[src/rtl/piso_tx_pkg.sv]
// rtl/piso_tx_pkg.sv - shared multiplier datapath constants and PISO state encodings
package piso_tx_pkg;

  // Operand register width of the multiplier PIPO datapath.
  localparam int unsigned PIPO_WIDTH = 16;

  // The serializer drains one PIPO operand word by default.
  localparam int unsigned PISO_WIDTH_DEF = PIPO_WIDTH;

  typedef enum logic [1:0] {
    ST_IDLE  = 2'd0,
    ST_SHIFT = 2'd1,
    ST_DONE  = 2'd2
  } piso_state_e;

endpackage

[src/rtl/piso_tx_bit_cntr.sv]
// rtl/piso_tx_bit_cntr.sv - bit counter with clear, enable and terminal count
module bit_cntr #(
  parameter int unsigned N = 16
) (
  input  logic clk,
  input  logic rst,
  input  logic clr,
  input  logic en,
  output logic tc
);

  logic [$clog2(N)-1:0] r_cnt;

  // Count enabled events; saturate at N-1 so the count never wraps inside a word.
  always_ff @(posedge clk) begin
    if (rst || clr) begin
      r_cnt <= '0;
    end else if (en && !tc) begin
      r_cnt <= r_cnt + 1'b1;
    end
  end

  assign tc = (r_cnt == ($clog2(N))'(N - 1));

endmodule

[src/rtl/piso_tx.sv]
// rtl/piso_tx.sv - parallel-in serial-out transmitter with stall support
module piso_tx
  import piso_tx_pkg::*;
#(
  parameter int unsigned WIDTH     = PISO_WIDTH_DEF,
  parameter bit          MSB_FIRST = 1'b1
) (
  input  logic             clk,
  input  logic             rst,
  input  logic [WIDTH-1:0] din,
  input  logic             ld,
  input  logic             en,
  output logic             sout,
  output logic             sout_vld,
  output logic             busy,
  output logic             done
);

  piso_state_e      r_state;
  piso_state_e      w_next;
  logic [WIDTH-1:0] r_shreg;
  logic             w_load;
  logic             w_xfer;
  logic             w_tc;
  logic             w_head;

  // State register.
  always_ff @(posedge clk) begin
    if (rst) begin
      r_state <= ST_IDLE;
    end else begin
      r_state <= w_next;
    end
  end

  // Next state, datapath strobes, and outputs decoded from the current state only.
  always_comb begin
    w_next   = r_state;
    w_load   = 1'b0;
    w_xfer   = 1'b0;
    sout_vld = 1'b0;
    busy     = 1'b0;
    done     = 1'b0;
    case (r_state)
      ST_IDLE: begin
        if (ld) begin
          w_load = 1'b1;
          w_next = ST_SHIFT;
        end
      end
      ST_SHIFT: begin
        busy     = 1'b1;
        sout_vld = 1'b1;
        if (en) begin
          w_xfer = 1'b1;
          if (w_tc) begin
            w_next = ST_DONE;
          end
        end
      end
      ST_DONE: begin
        busy   = 1'b1;
        done   = 1'b1;
        w_next = ST_IDLE;
      end
      default: begin
        w_next = ST_IDLE;
      end
    endcase
  end

  assign w_head = MSB_FIRST ? r_shreg[WIDTH-1] : r_shreg[0];
  assign sout   = sout_vld & w_head;

  // Shift register: capture on load, move one bit toward the head on each accepted bit.
  always_ff @(posedge clk) begin
    if (rst) begin
      r_shreg <= '0;
    end else if (w_load) begin
      r_shreg <= din;
    end else if (w_xfer) begin
      if (MSB_FIRST) begin
        r_shreg <= {r_shreg[WIDTH-2:0], 1'b0};
      end else begin
        r_shreg <= {1'b0, r_shreg[WIDTH-1:1]};
      end
    end
  end

  bit_cntr #(
    .N(WIDTH)
  ) u_bit_cntr (
    .clk (clk),
    .rst (rst),
    .clr (w_load),
    .en  (w_xfer),
    .tc  (w_tc)
  );

endmodule

[config.mk]
export PLATFORM = sky130hd
export DESIGN_NAME = piso_tx
export DESIGN_NICKNAME = d
export VERILOG_FILES = /design/src/rtl/piso_tx_pkg.sv /design/src/rtl/piso_tx_bit_cntr.sv /design/src/rtl/piso_tx.sv
export SDC_FILE = /design/constraint.sdc
export NUM_CORES = 1
export LEC_CHECK = 0
export CAP_MARGIN = 0
export CORE_MARGIN = 2
export CORE_UTILIZATION = 25
export CTS_BUF_LIST = sky130_fd_sc_hd__clkbuf_8 sky130_fd_sc_hd__clkbuf_16
export CTS_CLUSTER_SIZE = 20
export DETAILED_ROUTE_END_ITERATION = 7
export PLACE_DENSITY_LB_ADDON = 0.05
export SKIP_LAST_GASP = 1
export SYNTH_ARGS = -nofsm -noshare
export SYNTH_HDL_FRONTEND = slang
export SYNTH_HIERARCHICAL = 1
export SYNTH_SLANG_ARGS = --single-unit
[constraint.sdc]
create_clock -name clk -period 1.6 [get_ports clk]
set_input_delay 0.32 -clock clk [delete_from_list [all_inputs] [get_ports clk]]
set_output_delay 0.32 -clock clk [all_outputs]
set_load 0.01 [all_outputs]
### Cells by drive strength

Bar = 20 um.
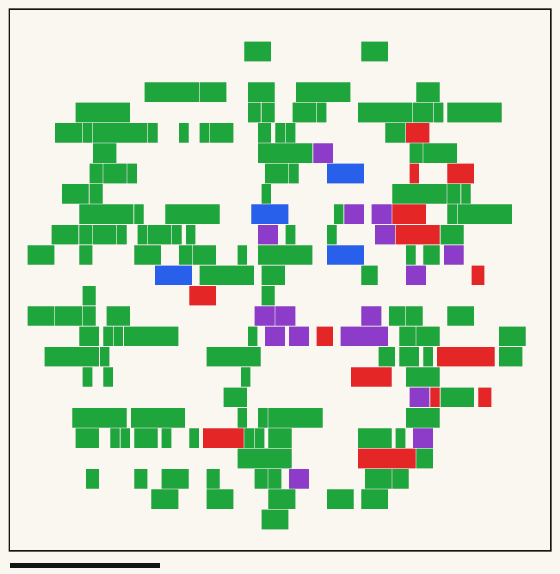
[purple] x3 and x4 | cells: 16 | share: 9.5% | most used: buf_4
[blue] x6 and larger | cells: 4 | share: 2.4% | most used: clkbuf_8
[red] x2 | cells: 14 | share: 8.3%
[green] x1 and smaller | cells: 134 | share: 80% | most used: dfxtp_1

### Logic cells by family

Bar = 20 um.
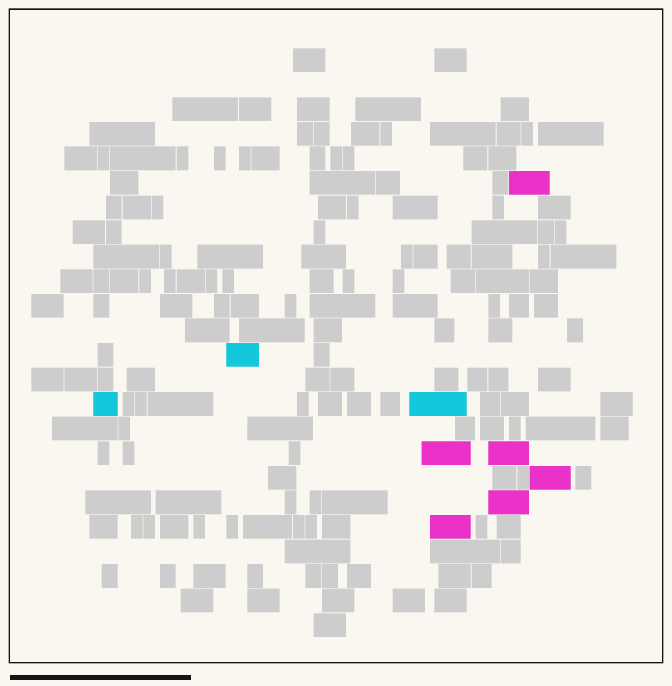
[magenta] fa/ha/maj cells | cells: 6
[cyan] non-inverting ao/oa cells | cells: 3

### Register map, names as in the netlist

Bar = 20 um. Other cells in gray.
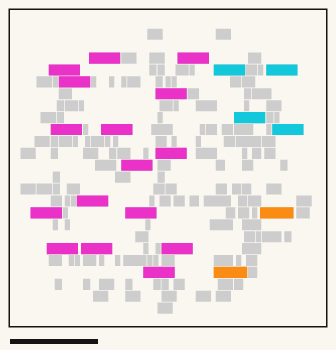
[orange] r_state | flops: 2
[magenta] r_shreg | flops: 16
[cyan] u_bit_cntr/r_cnt | flops: 4 | where: upper right

==> results_slide.txt <==
Physical Implementation Snapshot

Status
  • Result of the run: completed

Min path
  • Hold Crit Depth: 2
  • Start point of the worst min-delay path: r_shreg[2]

Route
  • Routed met2 length: approximately 1.4 mm
  • Antenna viol nets, final: 0
  • Sum of routed wire length over all layers: around 2.9 mm
  • DRC Markers: 0
  • Detailed-routing iteration count for the pre-antenna-repair pass: 4

Layout
  • Register area: 443 um2
  • Combinational gate area: 634 um2
  • Buffer share of cell area: 0.213
  • Clk tree area frac: 0.0354
  • Combinational fraction of the cell area: 0.408
  • Cell type taking the most area: combinational gates

Placement
  • Worst setup timing slack at the placement stage: -133 ps

Clock tree
  • Setup repair bufs after CTS: 0
  • TritonCTS Buffers: 3
  • Source-to-sink clock delay at the later pin of the worst-skew pair: about 270 ps
  • H-tree levels: 1
  • Clock tree from TritonCTS: done

GRT
  • First-pass GRT wire length: 4.53 mm
  • Global route overflow: 0
  • Met1 track utilization from global routing: 0.143

Power
  • Worst vdd ir: 0.000444 V
  • P_leak: 0.000603 uW
  • Highest-power group: combinational logic
  • Switching power: around 850 uW
  • Logic pwr share: 0.465
  • Comb power: 1040 uW
  • Overall Power: 2240 uW
  • Sequential fraction of design power: 0.351

Synth
  • Post-Synth Simple-Gate Area: 0.253
  • Yosys aoi share: 0.209
  • Dominant combinational family: simple AND/OR/NAND/NOR gates
  • Leading post-synthesis cells by cell area: sky130_fd_sc_hd__dfxtp_1 (38%), sky130_fd_sc_hd__a311oi_1 (11%), sky130_fd_sc_hd__nand3_1 (7.3%)
  • Synth Instances: 135

Critical path
  • CP Capture Type: output pin
  • Setup Crit Path Kind: flip-flop to output pin
  • Worst path top cell family by delay: flip-flops
  • Reg2reg setup slack: 140 ps
  • Cell breakdown of the critical path: inv_1, ha_1, clkdlybuf4s15_1
  • Depth of the worst register-to-register path: 5
  • Launching instance or port of the critical path: r_state[0]
  • Worst path slowest cell: sky130_fd_sc_hd__dfxtp_2

Timing
  • Crit share post-route: 0.951
  • Final min period: roughly 1500 ps
  • Sum of negative setup slack: 0 ps
  • Skew final: 4.11 ps
  • Setup ws final: 79.1 ps

Run
  • OpenROAD warning count: 32
### Track usage over the die

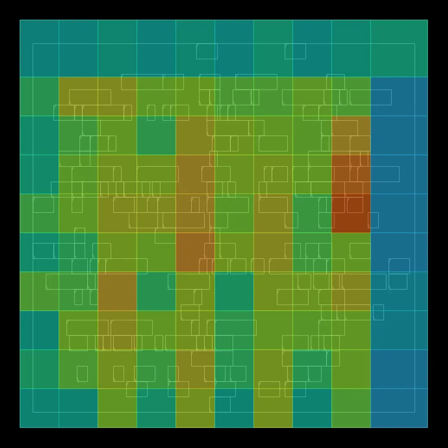
post-route core utilization: 0.352
met2 track demand over resource: 0.187
global-route usage over all layers: 0.113

### Placement by cell class

Bar = 20 um.
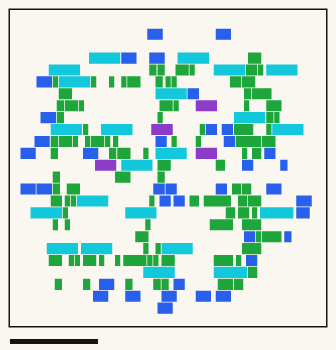
[cyan] registers | cells: 22 | share of their area: 30%
[purple] clock drivers and dummy loads | cells: 4 | share of their area: 3.7%
[blue] remaining buffers and delay cells | cells: 38 | share of their area: 22%
[green] remaining logic cells | cells: 104 | share of their area: 44%
cell area after layout: 1560 um2
area inside the core boundary: 4410 um2
sequential portion of the cell area: 0.285
row count: 24

## through the flow
step           hold WS, ps  utilization
2_1_floorplan          418            -
3_3_place_gp           464        0.339
3_5_place_dp           472        0.339
4_1_cts                483        0.351
5_1_grt                505        0.352
6_report               482        0.352
## synth_stat cells (all sizes together)
master  number
a31oi        1
o21a         1
dfxtp       22
buf          8
o41ai        1
nand2       18
clkbuf       2
ha           6
a21oi        1
inv          7
and2         2
nand4b       2
o211ai       3
o21ai        1
nand3       18
nand2b       4
a21boi       1
nor2        18
nand4        1
mux2i        1
a311oi      16
a22o         1
## timing repair
item,CTS,global route
gates cloned,0,1
endpoints found under the setup margin,4,18
endpoints found under the hold margin,0,0
resized,7,6
## flip-flops by register name, indices dropped and copies added (netlist names)
name and flops:
r_state 2, u_bit_cntr/r_cnt 4, r_shreg 16
Power is estimated from default activity; no workload was simulated.
